placement_by_type.png
Fill, decap, tap and diode cells in gray.
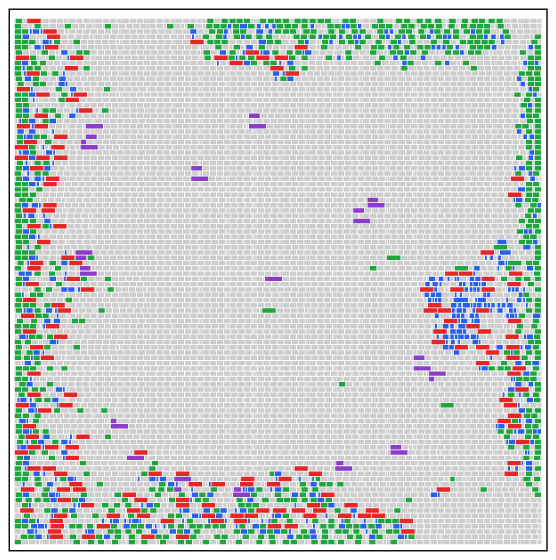
metal_density.png
28 x 28 tiles, from dark blue (low) to red (high), scaled to the fullest tile. Values are wire area over tile area, all layers added.
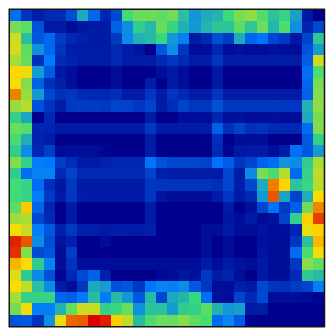
power_grid.png
Bar = 100 microns. Pins as bars on the die edge. Tap cells in gray.
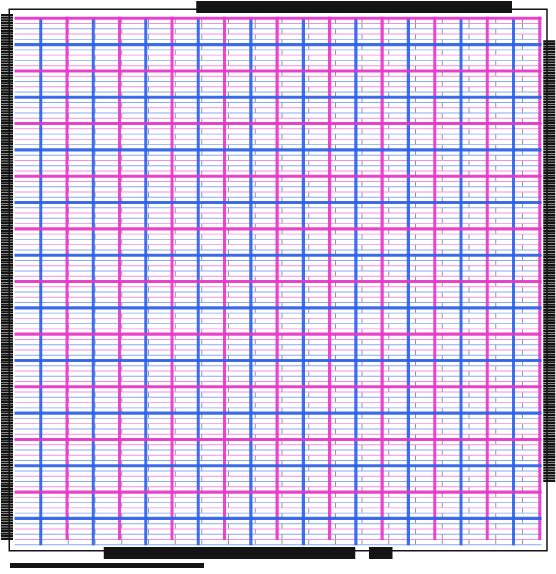
io_fan.png
Bar = 100 microns.
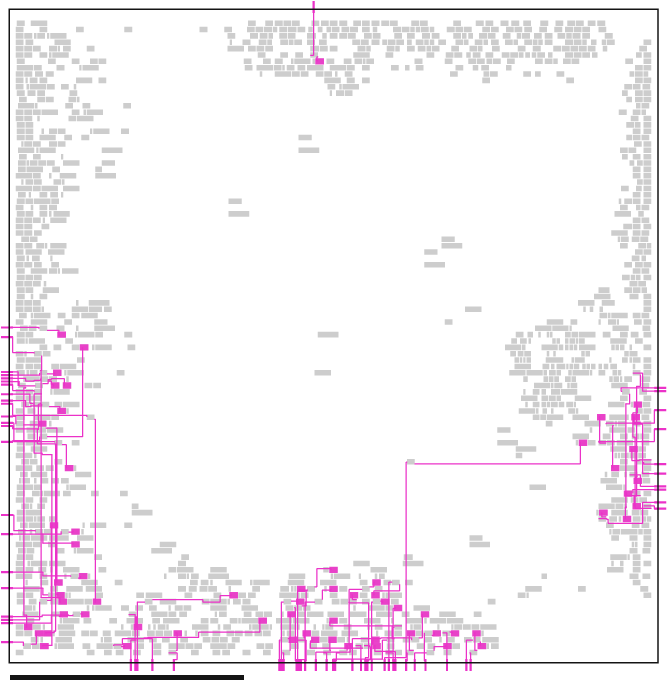
placement.png
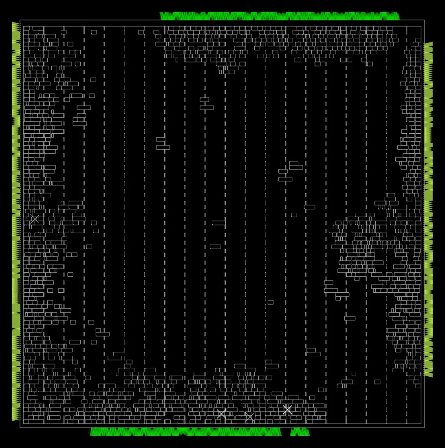
--- src/rtl/tl_rom_arbiter_if.sv ---
// TileLink-UL bundle (A and D channels) for the boot-ROM path.
// A master drives the A channel and d_ready. A slave drives a_ready and the D channel.
interface tilelink #(
  parameter int ADDR_W = 64
);
  logic              a_valid;
  logic              a_ready;
  logic [2:0]        a_opcode;
  logic [2:0]        a_param;
  logic [2:0]        a_size;
  logic [3:0]        a_source;
  logic [ADDR_W-1:0] a_address;
  logic [7:0]        a_mask;
  logic [63:0]       a_data;
  logic              a_corrupt;

  logic              d_valid;
  logic              d_ready;
  logic [2:0]        d_opcode;
  logic [1:0]        d_param;
  logic [2:0]        d_size;
  logic [3:0]        d_source;
  logic              d_denied;
  logic [63:0]       d_data;
  logic              d_corrupt;

  modport master (
    output a_valid, a_opcode, a_param, a_size, a_source, a_address, a_mask, a_data, a_corrupt,
    input  a_ready,
    input  d_valid, d_opcode, d_param, d_size, d_source, d_denied, d_data, d_corrupt,
    output d_ready
  );

  modport slave (
    input  a_valid, a_opcode, a_param, a_size, a_source, a_address, a_mask, a_data, a_corrupt,
    output a_ready,
    output d_valid, d_opcode, d_param, d_size, d_source, d_denied, d_data, d_corrupt,
    input  d_ready
  );
endinterface

--- src/rtl/tl_rom_arbiter.sv ---
// Two-master round-robin TileLink-UL arbiter in front of the shared boot ROM.
// A grant is held until the single D beat returns. A watchdog synthesises an error beat if the ROM never answers.
module tl_rom_arbiter #(
  parameter logic [15:0] TIMEOUT = 16'd1024,
  parameter int          ADDR_W  = 64
) (
  input  logic     i_clk,
  input  logic     i_rst,
  tilelink.slave   m0,
  tilelink.slave   m1,
  tilelink.master  rom,
  output logic     o_timeout_err
);

  typedef enum logic [1:0] {
    S_IDLE  = 2'b00,
    S_GRANT = 2'b01,
    S_RESP  = 2'b10
  } state_t;

  localparam logic [2:0] TL_ACCESS_ACK_DATA = 3'd1;

  state_t            r_state;
  state_t            w_next;
  logic              r_grant;
  logic              r_rr;
  logic [15:0]       r_wdog;
  logic              r_fired;
  logic [2:0]        r_opcode;
  logic [2:0]        r_param;
  logic [2:0]        r_size;
  logic [3:0]        r_source;
  logic [ADDR_W-1:0] r_addr;
  logic [7:0]        r_mask;
  logic [63:0]       r_data;
  logic              r_corrupt;

  logic              w_any;
  logic              w_sel;
  logic              w_fire;
  logic              w_gnt_d_ready;
  logic              w_d_valid;
  logic [2:0]        w_d_opcode;
  logic [1:0]        w_d_param;
  logic [2:0]        w_d_size;
  logic [3:0]        w_d_source;
  logic              w_d_denied;
  logic [63:0]       w_d_data;
  logic              w_d_corrupt;

  // A lone requester always wins; rr_ptr only breaks ties.
  assign w_any         = m0.a_valid | m1.a_valid;
  assign w_sel         = (m0.a_valid && m1.a_valid) ? r_rr : m1.a_valid;
  assign w_fire        = (TIMEOUT != 16'd0) && (r_wdog == TIMEOUT - 16'd1) && (r_state == S_RESP);
  assign w_gnt_d_ready = r_grant ? m1.d_ready : m0.d_ready;

  assign rom.a_opcode  = r_opcode;
  assign rom.a_param   = r_param;
  assign rom.a_size    = r_size;
  assign rom.a_source  = r_source;
  assign rom.a_address = r_addr;
  assign rom.a_mask    = r_mask;
  assign rom.a_data    = r_data;
  assign rom.a_corrupt = r_corrupt;

  // A synthesised error beat replaces whatever the ROM presents while the watchdog is firing.
  assign w_d_valid   = (r_state == S_RESP) && (w_fire || rom.d_valid);
  assign w_d_opcode  = w_fire ? TL_ACCESS_ACK_DATA : rom.d_opcode;
  assign w_d_param   = w_fire ? 2'd0 : rom.d_param;
  assign w_d_size    = w_fire ? r_size : rom.d_size;
  assign w_d_source  = w_fire ? r_source : rom.d_source;
  assign w_d_denied  = w_fire ? 1'b1 : rom.d_denied;
  assign w_d_data    = w_fire ? 64'd0 : rom.d_data;
  assign w_d_corrupt = w_fire ? 1'b1 : rom.d_corrupt;

  assign m0.d_valid   = w_d_valid && !r_grant;
  assign m0.d_opcode  = w_d_opcode;
  assign m0.d_param   = w_d_param;
  assign m0.d_size    = w_d_size;
  assign m0.d_source  = w_d_source;
  assign m0.d_denied  = w_d_denied;
  assign m0.d_data    = w_d_data;
  assign m0.d_corrupt = w_d_corrupt;

  assign m1.d_valid   = w_d_valid && r_grant;
  assign m1.d_opcode  = w_d_opcode;
  assign m1.d_param   = w_d_param;
  assign m1.d_size    = w_d_size;
  assign m1.d_source  = w_d_source;
  assign m1.d_denied  = w_d_denied;
  assign m1.d_data    = w_d_data;
  assign m1.d_corrupt = w_d_corrupt;

  always_comb begin
    w_next        = r_state;
    rom.a_valid   = 1'b0;
    rom.d_ready   = 1'b0;
    m0.a_ready    = 1'b0;
    m1.a_ready    = 1'b0;
    o_timeout_err = 1'b0;
    case (r_state)
      S_IDLE: begin
        if (w_any) w_next = S_GRANT;
      end
      S_GRANT: begin
        rom.a_valid = 1'b1;
        if (r_grant) m1.a_ready = rom.a_ready;
        else         m0.a_ready = rom.a_ready;
        if (rom.a_ready) w_next = S_RESP;
      end
      S_RESP: begin
        rom.d_ready   = w_fire ? 1'b1 : w_gnt_d_ready;
        o_timeout_err = w_fire && !r_fired;
        if (w_d_valid && w_gnt_d_ready) w_next = S_IDLE;
      end
      default: w_next = S_IDLE;
    endcase
  end

  always_ff @(posedge i_clk) begin
    if (i_rst) begin
      r_state   <= S_IDLE;
      r_grant   <= 1'b0;
      r_rr      <= 1'b0;
      r_wdog    <= 16'd0;
      r_fired   <= 1'b0;
      r_opcode  <= '0;
      r_param   <= '0;
      r_size    <= '0;
      r_source  <= '0;
      r_addr    <= '0;
      r_mask    <= '0;
      r_data    <= '0;
      r_corrupt <= 1'b0;
    end else begin
      r_state <= w_next;
      case (r_state)
        S_IDLE: begin
          if (w_any) begin
            r_grant   <= w_sel;
            r_rr      <= ~w_sel;
            r_opcode  <= w_sel ? m1.a_opcode  : m0.a_opcode;
            r_param   <= w_sel ? m1.a_param   : m0.a_param;
            r_size    <= w_sel ? m1.a_size    : m0.a_size;
            r_source  <= w_sel ? m1.a_source  : m0.a_source;
            r_addr    <= w_sel ? m1.a_address : m0.a_address;
            r_mask    <= w_sel ? m1.a_mask    : m0.a_mask;
            r_data    <= w_sel ? m1.a_data    : m0.a_data;
            r_corrupt <= w_sel ? m1.a_corrupt : m0.a_corrupt;
          end
        end
        S_GRANT: begin
          if (rom.a_ready) begin
            r_wdog  <= 16'd0;
            r_fired <= 1'b0;
          end
        end
        S_RESP: begin
          // Freezing at the fire point holds the error beat until the requester takes it.
          if (w_fire) r_fired <= 1'b1;
          else if (!rom.d_valid && r_wdog != 16'hFFFF) r_wdog <= r_wdog + 16'd1;
        end
        default: ;
      endcase
    end
  end

endmodule

--- src/flat_wrapper.sv ---
// flat-port wrapper written by rule: the top's interface ports become plain ports
module tl_rom_arbiter_flat 
#(
  parameter logic [15:0] TIMEOUT = 16'd1024,
  parameter int          ADDR_W  = 64
)
  (i_clk, i_rst, o_timeout_err, m0_a_valid, m0_a_opcode, m0_a_param, m0_a_size, m0_a_source, m0_a_address, m0_a_mask, m0_a_data, m0_a_corrupt, m0_a_ready, m0_d_valid, m0_d_opcode, m0_d_param, m0_d_size, m0_d_source, m0_d_denied, m0_d_data, m0_d_corrupt, m0_d_ready, m1_a_valid, m1_a_opcode, m1_a_param, m1_a_size, m1_a_source, m1_a_address, m1_a_mask, m1_a_data, m1_a_corrupt, m1_a_ready, m1_d_valid, m1_d_opcode, m1_d_param, m1_d_size, m1_d_source, m1_d_denied, m1_d_data, m1_d_corrupt, m1_d_ready, rom_a_valid, rom_a_opcode, rom_a_param, rom_a_size, rom_a_source, rom_a_address, rom_a_mask, rom_a_data, rom_a_corrupt, rom_a_ready, rom_d_valid, rom_d_opcode, rom_d_param, rom_d_size, rom_d_source, rom_d_denied, rom_d_data, rom_d_corrupt, rom_d_ready);
  tilelink #(.ADDR_W(ADDR_W)) m0_i ();
  tilelink #(.ADDR_W(ADDR_W)) m1_i ();
  tilelink #(.ADDR_W(ADDR_W)) rom_i ();
  input  logic i_clk;
  input  logic i_rst;
  output logic o_timeout_err;
  input wire logic [$bits(m0_i.a_valid)-1:0] m0_a_valid;
  input wire logic [$bits(m0_i.a_opcode)-1:0] m0_a_opcode;
  input wire logic [$bits(m0_i.a_param)-1:0] m0_a_param;
  input wire logic [$bits(m0_i.a_size)-1:0] m0_a_size;
  input wire logic [$bits(m0_i.a_source)-1:0] m0_a_source;
  input wire logic [$bits(m0_i.a_address)-1:0] m0_a_address;
  input wire logic [$bits(m0_i.a_mask)-1:0] m0_a_mask;
  input wire logic [$bits(m0_i.a_data)-1:0] m0_a_data;
  input wire logic [$bits(m0_i.a_corrupt)-1:0] m0_a_corrupt;
  output wire logic [$bits(m0_i.a_ready)-1:0] m0_a_ready;
  output wire logic [$bits(m0_i.d_valid)-1:0] m0_d_valid;
  output wire logic [$bits(m0_i.d_opcode)-1:0] m0_d_opcode;
  output wire logic [$bits(m0_i.d_param)-1:0] m0_d_param;
  output wire logic [$bits(m0_i.d_size)-1:0] m0_d_size;
  output wire logic [$bits(m0_i.d_source)-1:0] m0_d_source;
  output wire logic [$bits(m0_i.d_denied)-1:0] m0_d_denied;
  output wire logic [$bits(m0_i.d_data)-1:0] m0_d_data;
  output wire logic [$bits(m0_i.d_corrupt)-1:0] m0_d_corrupt;
  input wire logic [$bits(m0_i.d_ready)-1:0] m0_d_ready;
  input wire logic [$bits(m1_i.a_valid)-1:0] m1_a_valid;
  input wire logic [$bits(m1_i.a_opcode)-1:0] m1_a_opcode;
  input wire logic [$bits(m1_i.a_param)-1:0] m1_a_param;
  input wire logic [$bits(m1_i.a_size)-1:0] m1_a_size;
  input wire logic [$bits(m1_i.a_source)-1:0] m1_a_source;
  input wire logic [$bits(m1_i.a_address)-1:0] m1_a_address;
  input wire logic [$bits(m1_i.a_mask)-1:0] m1_a_mask;
  input wire logic [$bits(m1_i.a_data)-1:0] m1_a_data;
  input wire logic [$bits(m1_i.a_corrupt)-1:0] m1_a_corrupt;
  output wire logic [$bits(m1_i.a_ready)-1:0] m1_a_ready;
  output wire logic [$bits(m1_i.d_valid)-1:0] m1_d_valid;
  output wire logic [$bits(m1_i.d_opcode)-1:0] m1_d_opcode;
  output wire logic [$bits(m1_i.d_param)-1:0] m1_d_param;
  output wire logic [$bits(m1_i.d_size)-1:0] m1_d_size;
  output wire logic [$bits(m1_i.d_source)-1:0] m1_d_source;
  output wire logic [$bits(m1_i.d_denied)-1:0] m1_d_denied;
  output wire logic [$bits(m1_i.d_data)-1:0] m1_d_data;
  output wire logic [$bits(m1_i.d_corrupt)-1:0] m1_d_corrupt;
  input wire logic [$bits(m1_i.d_ready)-1:0] m1_d_ready;
  output wire logic [$bits(rom_i.a_valid)-1:0] rom_a_valid;
  output wire logic [$bits(rom_i.a_opcode)-1:0] rom_a_opcode;
  output wire logic [$bits(rom_i.a_param)-1:0] rom_a_param;
  output wire logic [$bits(rom_i.a_size)-1:0] rom_a_size;
  output wire logic [$bits(rom_i.a_source)-1:0] rom_a_source;
  output wire logic [$bits(rom_i.a_address)-1:0] rom_a_address;
  output wire logic [$bits(rom_i.a_mask)-1:0] rom_a_mask;
  output wire logic [$bits(rom_i.a_data)-1:0] rom_a_data;
  output wire logic [$bits(rom_i.a_corrupt)-1:0] rom_a_corrupt;
  input wire logic [$bits(rom_i.a_ready)-1:0] rom_a_ready;
  input wire logic [$bits(rom_i.d_valid)-1:0] rom_d_valid;
  input wire logic [$bits(rom_i.d_opcode)-1:0] rom_d_opcode;
  input wire logic [$bits(rom_i.d_param)-1:0] rom_d_param;
  input wire logic [$bits(rom_i.d_size)-1:0] rom_d_size;
  input wire logic [$bits(rom_i.d_source)-1:0] rom_d_source;
  input wire logic [$bits(rom_i.d_denied)-1:0] rom_d_denied;
  input wire logic [$bits(rom_i.d_data)-1:0] rom_d_data;
  input wire logic [$bits(rom_i.d_corrupt)-1:0] rom_d_corrupt;
  output wire logic [$bits(rom_i.d_ready)-1:0] rom_d_ready;
  assign m0_i.a_valid = m0_a_valid;
  assign m0_i.a_opcode = m0_a_opcode;
  assign m0_i.a_param = m0_a_param;
  assign m0_i.a_size = m0_a_size;
  assign m0_i.a_source = m0_a_source;
  assign m0_i.a_address = m0_a_address;
  assign m0_i.a_mask = m0_a_mask;
  assign m0_i.a_data = m0_a_data;
  assign m0_i.a_corrupt = m0_a_corrupt;
  assign m0_a_ready = m0_i.a_ready;
  assign m0_d_valid = m0_i.d_valid;
  assign m0_d_opcode = m0_i.d_opcode;
  assign m0_d_param = m0_i.d_param;
  assign m0_d_size = m0_i.d_size;
  assign m0_d_source = m0_i.d_source;
  assign m0_d_denied = m0_i.d_denied;
  assign m0_d_data = m0_i.d_data;
  assign m0_d_corrupt = m0_i.d_corrupt;
  assign m0_i.d_ready = m0_d_ready;
  assign m1_i.a_valid = m1_a_valid;
  assign m1_i.a_opcode = m1_a_opcode;
  assign m1_i.a_param = m1_a_param;
  assign m1_i.a_size = m1_a_size;
  assign m1_i.a_source = m1_a_source;
  assign m1_i.a_address = m1_a_address;
  assign m1_i.a_mask = m1_a_mask;
  assign m1_i.a_data = m1_a_data;
  assign m1_i.a_corrupt = m1_a_corrupt;
  assign m1_a_ready = m1_i.a_ready;
  assign m1_d_valid = m1_i.d_valid;
  assign m1_d_opcode = m1_i.d_opcode;
  assign m1_d_param = m1_i.d_param;
  assign m1_d_size = m1_i.d_size;
  assign m1_d_source = m1_i.d_source;
  assign m1_d_denied = m1_i.d_denied;
  assign m1_d_data = m1_i.d_data;
  assign m1_d_corrupt = m1_i.d_corrupt;
  assign m1_i.d_ready = m1_d_ready;
  assign rom_a_valid = rom_i.a_valid;
  assign rom_a_opcode = rom_i.a_opcode;
  assign rom_a_param = rom_i.a_param;
  assign rom_a_size = rom_i.a_size;
  assign rom_a_source = rom_i.a_source;
  assign rom_a_address = rom_i.a_address;
  assign rom_a_mask = rom_i.a_mask;
  assign rom_a_data = rom_i.a_data;
  assign rom_a_corrupt = rom_i.a_corrupt;
  assign rom_i.a_ready = rom_a_ready;
  assign rom_i.d_valid = rom_d_valid;
  assign rom_i.d_opcode = rom_d_opcode;
  assign rom_i.d_param = rom_d_param;
  assign rom_i.d_size = rom_d_size;
  assign rom_i.d_source = rom_d_source;
  assign rom_i.d_denied = rom_d_denied;
  assign rom_i.d_data = rom_d_data;
  assign rom_i.d_corrupt = rom_d_corrupt;
  assign rom_d_ready = rom_i.d_ready;
  tl_rom_arbiter #(.TIMEOUT(TIMEOUT), .ADDR_W(ADDR_W)) u_core (.i_clk(i_clk), .i_rst(i_rst), .m0(m0_i), .m1(m1_i), .rom(rom_i), .o_timeout_err(o_timeout_err));
endmodule
--- config.mk ---
export PLATFORM = sky130hd
export DESIGN_NAME = tl_rom_arbiter_flat
export DESIGN_NICKNAME = d
export VERILOG_FILES = /design/src/rtl/tl_rom_arbiter_if.sv /design/src/rtl/tl_rom_arbiter.sv /design/src/flat_wrapper.sv
export SDC_FILE = /design/constraint.sdc
export NUM_CORES = 1
export LEC_CHECK = 0
export CORE_AREA = 2 2 275 277
export DETAILED_ROUTE_END_ITERATION = 7
export DIE_AREA = 0 0 277 279
export SLEW_MARGIN = 15
export SYNTH_ARGS = -nofsm -noshare
export SYNTH_HDL_FRONTEND = slang
export SYNTH_SLANG_ARGS = --single-unit
--- constraint.sdc ---
create_clock -name i_clk -period 4.9 [get_ports i_clk]
set_input_delay 1.225 -clock i_clk [delete_from_list [all_inputs] [get_ports i_clk]]
set_output_delay 1.225 -clock i_clk [all_outputs]
set_load 0.01 [all_outputs]
==> flow_metrics.py <==
# Physical implementation metrics
metrics = {
    "synth": {
        "fa_ha_area_share_pct": 0.1631,
        "synth_xor_xnor_area_share_pct": 0.9135,
        "synth_cell_type_count": 43,
        "synth_warnings": 0,
        "top_area_cell": "dfxtp_1",
        "synth_cells": 822,
        "common_cells": "nor2_1, dfxtp_1, a222oi_1",
        "synth.mux.area_fraction_pct": 1.158,
        "ys_top_cells_by_area": "dfxtp_1, a222oi_1, nor2_1, buf_4, nor2b_1",
        "synthFlopType": "dfxtp_1",
        "ys.flops": 171,
        "yosys.stat.seqShare_pct": 44.63,
        "synth.most_common_cell": "nor2_1",
        "avgSynthCellArea_sq_um": 9.331,
        "synth_top_area_share_pct": 44.63,
        "top_logic_kind": "AND-OR/OR-AND gates",
        "yosys_cells": 822,
        "netlist_area_sq_um": 7670,
        "simple_gate_share_pct": 18.63,
        "floorplan.nets": 1209,
        "ys_async_sr_fraction_pct": 0,
    },
    "global_routing": {
        "use_met1_pct": 12.56,
        "grt_max_degree": 154,
        "use_met3_pct": 4.895,
        "overflow": 0,
        "top_usage_layer": "met2",
        "grt_pass1_vias": 9074,
        "use_met2_pct": 16.94,
        "grt_pass1_wl_microns": 61000,
    },
    "placed_design": {
        "dp_slack_ps": 936.1,
        "postPlaceCellArea_sq_um": 15110,
        "gp_congestion": 0.8868,
        "dp_hpwl_microns": 34080,
        "dpl.cell_count": 2340,
    },
    "cells_and_area": {
        "buf_share_pct": 45.28,
        "largest_class": "non-clock buffers",
        "comb_area_share_pct": 21.19,
        "antenna_cells": 1,
        "area_growth_pct": 105.3,
        "buffers": 707,
        "comb_area_sq_um": 3337,
        "final_area_sq_um": 15750,
        "clk_share_pct": 4.012,
        "final_cell_mix": "clkdlybuf4s50_1, nor2_1, dfxtp_1",
        "num-clock-buffers": 17,
        "final-seq-area_sq_um": 3423,
        "inverters": 3,
        "finalNetCount": 1777,
        "drive_gt1_share_pct": 4.775,
    },
    "pwr": {
        "p_seq_share_pct": 35.9,
        "powerClk_mw": 1.49,
        "p_int_mw": 3.014,
        "power_density_nw_per_um2": 284.7,
        "ir_drop_mv": 0.1658,
        "top_power_group": "sequential cells",
        "switchingPower_mw": 1.470,
        "p_total_mw": 4.484,
        "clockPowerShare_pct": 33.2,
        "comb_cell_power_mw": 1.38,
        "pg_seq_mw": 1.61,
        "p_comb_share_pct": 30.9,
        "p_leak_nw": 5.594,
        "swShare_pct": 32.79,
    },
    "flow_run": {
        "drv_cap": 0,
        "tool_warnings": 32,
    },
    "setup_path": {
        "reg2reg_to": "u_core.r_wdog[9]$_SDFFE_PP0P_",
        "startpoint": "u_core.r_wdog[0]$_SDFFE_PP0P_",
        "cp.required_ps": 3670,
        "endpoint_kind": "output port",
        "worst-path-stages": 7,
        "worstSetupEndpoint": "m0_d_source[0]",
        "cp.buffers_inverters": 2,
        "crit_chain": "ha_1 -> nand2_1 -> or4_4 -> nor4_4 -> buf_12 -> mux2_2 -> clkdlybuf4s50_1",
        "crit_fanout": 78,
        "critPathArrivalTime_ps": 3290,
        "cpLargestDelayFamily": "simple AND/OR/NAND/NOR gates",
        "ff2ff_setup_slack_ps": 2660,
        "critPathKind": "reg2out",
        "worstSetupStartpointType": "register",
        "reg2regPathDepth": 5,
    },
    "floorplan": {
        "fp_util_pct": 10.35,
        "tap_cells": 969,
        "core_area_sq_um": 74070,
        "die_area_sq_um": 77280,
        "io-pin-count": 699,
    },
    "final_timing": {
        "fin_setup_tns_ps": 0,
        "tightest_slew_ps": 857.2,
        "slew_violations": 0,
        "hold_violations": 0,
        "finalSetupViolCount": 0,
        "fin_skew_ps": 23.62,
        "grt_setup_unrepaired": "no",
        "fin_ws_ps": 389.4,
        "fin_crit_ps": 4511,
        "slew_headroom_pct": 42.85,
        "fmax_mhz": 221.7,
        "whs_ps": 480.9,
    },
    "drt": {
        "dr.max_layer_used": "met5",
        "postRouteAntennaNets": 0,
        "met1Wirelength_microns": 17430,
        "viasPerCell": 3.855,
        "wl_met3_microns": 4991,
        "route.detailed.drc": 6,
        "first_pass_iters": 8,
    },
    "hold_path": {
        "hp-class": "reg2reg",
    },
    "outcome": {
        "status": "finished with violations",
        "violations": "design-rule violations",
    },
    "clock_tree": {
        "ctsLongestPathBuffers": 2,
        "htree_levels": 4,
        "root_buffer": "clkbuf_16",
        "postCtsSetupRepairBufs": 0,
        "cts_resized": 0,
        "cts_tree": "done",
        "cts_sinks": 171,
        "holdBufCountCts": 0,
        "clk_latency_ps": 490,
    },
}
Back to the opening pictures, placement_by_type.png:
green -> remaining buffers and delay cells  # cells 707, share of their area 49%
red -> sequential cells  # cells 171, share of their area 24%
blue -> combinational and other logic  # cells 493, share of their area 23%
purple -> clock drivers and dummy loads  # cells 32, share of their area 4.3%

Back to the opening pictures, metal_density.png:
densest ninth of the die = south-west
tiles over half the peak = 12%
emptiest ninth of the die = center
nearly empty tiles = 19%
mean over tiles = 0.095
fullest tile = 0.52
drt total wl: 43,630 microns
routed len/inst: 18.39 microns
routed via count: 9,149
Tot GR Track Use: 10.81%

Back to the opening pictures, power_grid.png:
blue -> VSS
magenta -> VDD
tap cells = 969
signal pins = 699
Die X-Extent: 277 microns
Die H: 279 microns

Back to the opening pictures, io_fan.png:
magenta -> `m0_a_data`  # bits 64, direction input, edge 31 south, 22 west, 10 east, 1 north, end cells 64, buffers 64, wire 2,690 microns

Back to the opening pictures, placement.png:
fraction of area in registers: 21.74%
FP Rows: 100
Final Util: 21.26%
Layout Cells excl Fill: 2,373
flop count: 171

[worst min path at each step]
stage / start / to / cells past startpoint
floorplan: u_core.r_fired$_SDFFE_PP0P_ / u_core.r_fired$_SDFFE_PP0P_ / 2
global placement: u_core.r_rr$_SDFFE_PP0P_ / u_core.r_rr$_SDFFE_PP0P_ / 2
detailed placement: u_core.r_fired$_SDFFE_PP0P_ / u_core.r_fired$_SDFFE_PP0P_ / 2
CTS: u_core.r_fired$_SDFFE_PP0P_ / u_core.r_fired$_SDFFE_PP0P_ / 2
global route: u_core.r_fired$_SDFFE_PP0P_ / u_core.r_fired$_SDFFE_PP0P_ / 2
finish: u_core.r_fired$_SDFFE_PP0P_ / u_core.r_fired$_SDFFE_PP0P_ / 2
No activity file was given, so power comes from the tool's default toggle rates.
